Design dmem_arbiter, sky130hd; sources not shown.
### Met1 routing

Supply wires on this layer in grey.
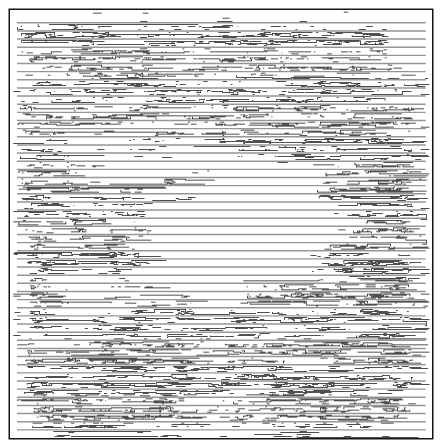
- wire length on this layer: 9290 microns
- longest straight run: 49.2 microns
total number of vias: 6331
met1 Use GR: 0.260
wirelength, routed: 22100 microns

### The metal 2 layer

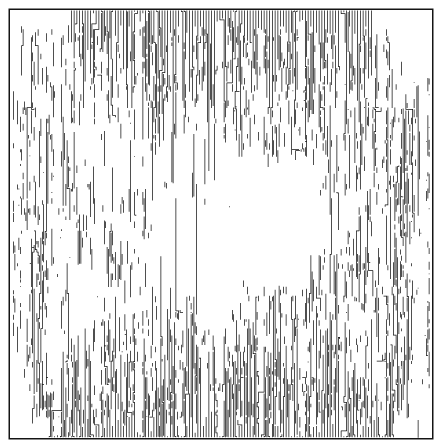
- main direction: vertical
- nets with wire on the layer: 1035
Global Route met2 Usage: 0.361

==> summary.txt <==
Flow results are below.

- The dominant cell by count in the synthesized netlist is nand2_1, for reference.
- Measured on the final layout, the clock distribution area share stands at 0.0592.
- The final timing report gives a worst setup slack of around 0.83 ns.
- The clock drives about 150 sinks.
- The run finished with clean final reports.
- The number of max-slew violations in the final report is 0, for reference.
- In the post-synthesis netlist, the biggest area contributors are dfxtp_1 (49%), nand2_1 (12%), a21oi_1 (11%).
- Entering global routing, the biggest net connects roughly 80 pins.
- The worst setup path category is in -> out, for reference.
- The area growth from synthesis to layout is 70.2%, for reference.
- The synthesized design contains 0 enable-type register cells.
- The routed length on met3 is roughly 1200 microns, for reference.
- For reference, the final report shows the hold violation count at 0.
- The largest clock skew in the final design is between 0.01 and 0.015 ns, for reference.
- Warnings raised by the tools during the run amount to 29.
- Per the cell usage report, the commonest logic cell in the layout is clkdlybuf4s50_1.
- The count of hold buffers inserted by post-cts repair is 0, for reference.
- The cell type that accounts for the most area after synthesis is dfxtp_1.
- The worst ir drop on vdd is roughly 0.28 mV, for reference.
- The setup slack at placement is ~0.8 ns, for reference.
- The net count of the finished layout is approximately 1300.
- The report lists the power per cell area as approximately 440 nW/um^2.
- TritonRoute reported its final design rule violation total as 0.
- The number of register bits inferred by synthesis is around 150, for reference.
- The placed instance area is between 9000 and 10000 sq um, for reference.
- Per STA, the worst path is made up of clkdlybuf4s50_1 > a21boi_1 > o21ai_4 > inv_2 > clkdlybuf4s50_1.
- The layout report lists the non-clock buffer share of cell area as 0.354.
- After layout, the minimum clock period comes to roughly 3.1 ns.
- As logged by OpenROAD, the buffers inserted on ports number around 360.
- The final instance area is approximately 10000 sq um, for reference.
- Counting both buffers and inverters, the worst setup path holds a total of 3.
- The uppermost layer routed is met5, for reference.
- Yosys printed 0 warnings.
- Endpoints with negative setup slack in the final report add up to 0.
- The post-route non-filler standard cell count is roughly 1300, for reference.
- Per the STA report, the cell with the highest stage delay on the worst path is clkdlybuf4s50_1.
- Counting instances, the worst hold path has a depth of 1.
- The clock transition at the registers of the reported paths is about 0.070 ns, for reference.
- Setup repair after global routing left no endpoint under its margin.
- The number of instances in the placed design is 1287, for reference.
- The height of the die is between 100 and 150 microns, for reference.
- Per the layout report, the design carries 7 non-clock inverters.
- The library cells used most frequently in the layout, excluding fill and tap cells, are clkdlybuf4s50_1 (359), nand2_1 (203), dfxtp_1 (150).
- The area of the placeable core is roughly 19000 sq um, for reference.
- Dividing the detail-routed wire length by the instance count gives between 15 and 20 microns.
## report_power, final
part / switching [uW] / internal, uW / leakage, uW
registers: 74.9 / 1680 / 0.00124
clock network: 708 / 1020 / 0.000294
logic: 512 / 581 / 0.00223
## cells by family (layout without fill, tap and decap cells)
family                     after synthesis  after routing  synth area share
adders and majority gates                6              6            0.0123
and+or+nand+nor                        297            297             0.189
DFF                                    150            150             0.492
AOI/OAI and AO/OA                      223            223             0.248
buffers and inverters                   69            407            0.0559
xor gates and xnor gates                 2              2           0.00287
## layer usage
layer  vias to the layer above  GRT usage
li1                       3170          -
met1                      2917      0.260
met2                       203      0.361
met3                        39     0.0563
met4                         2     0.0695
met5                         -          0
Power is estimated from default activity; no workload was simulated.
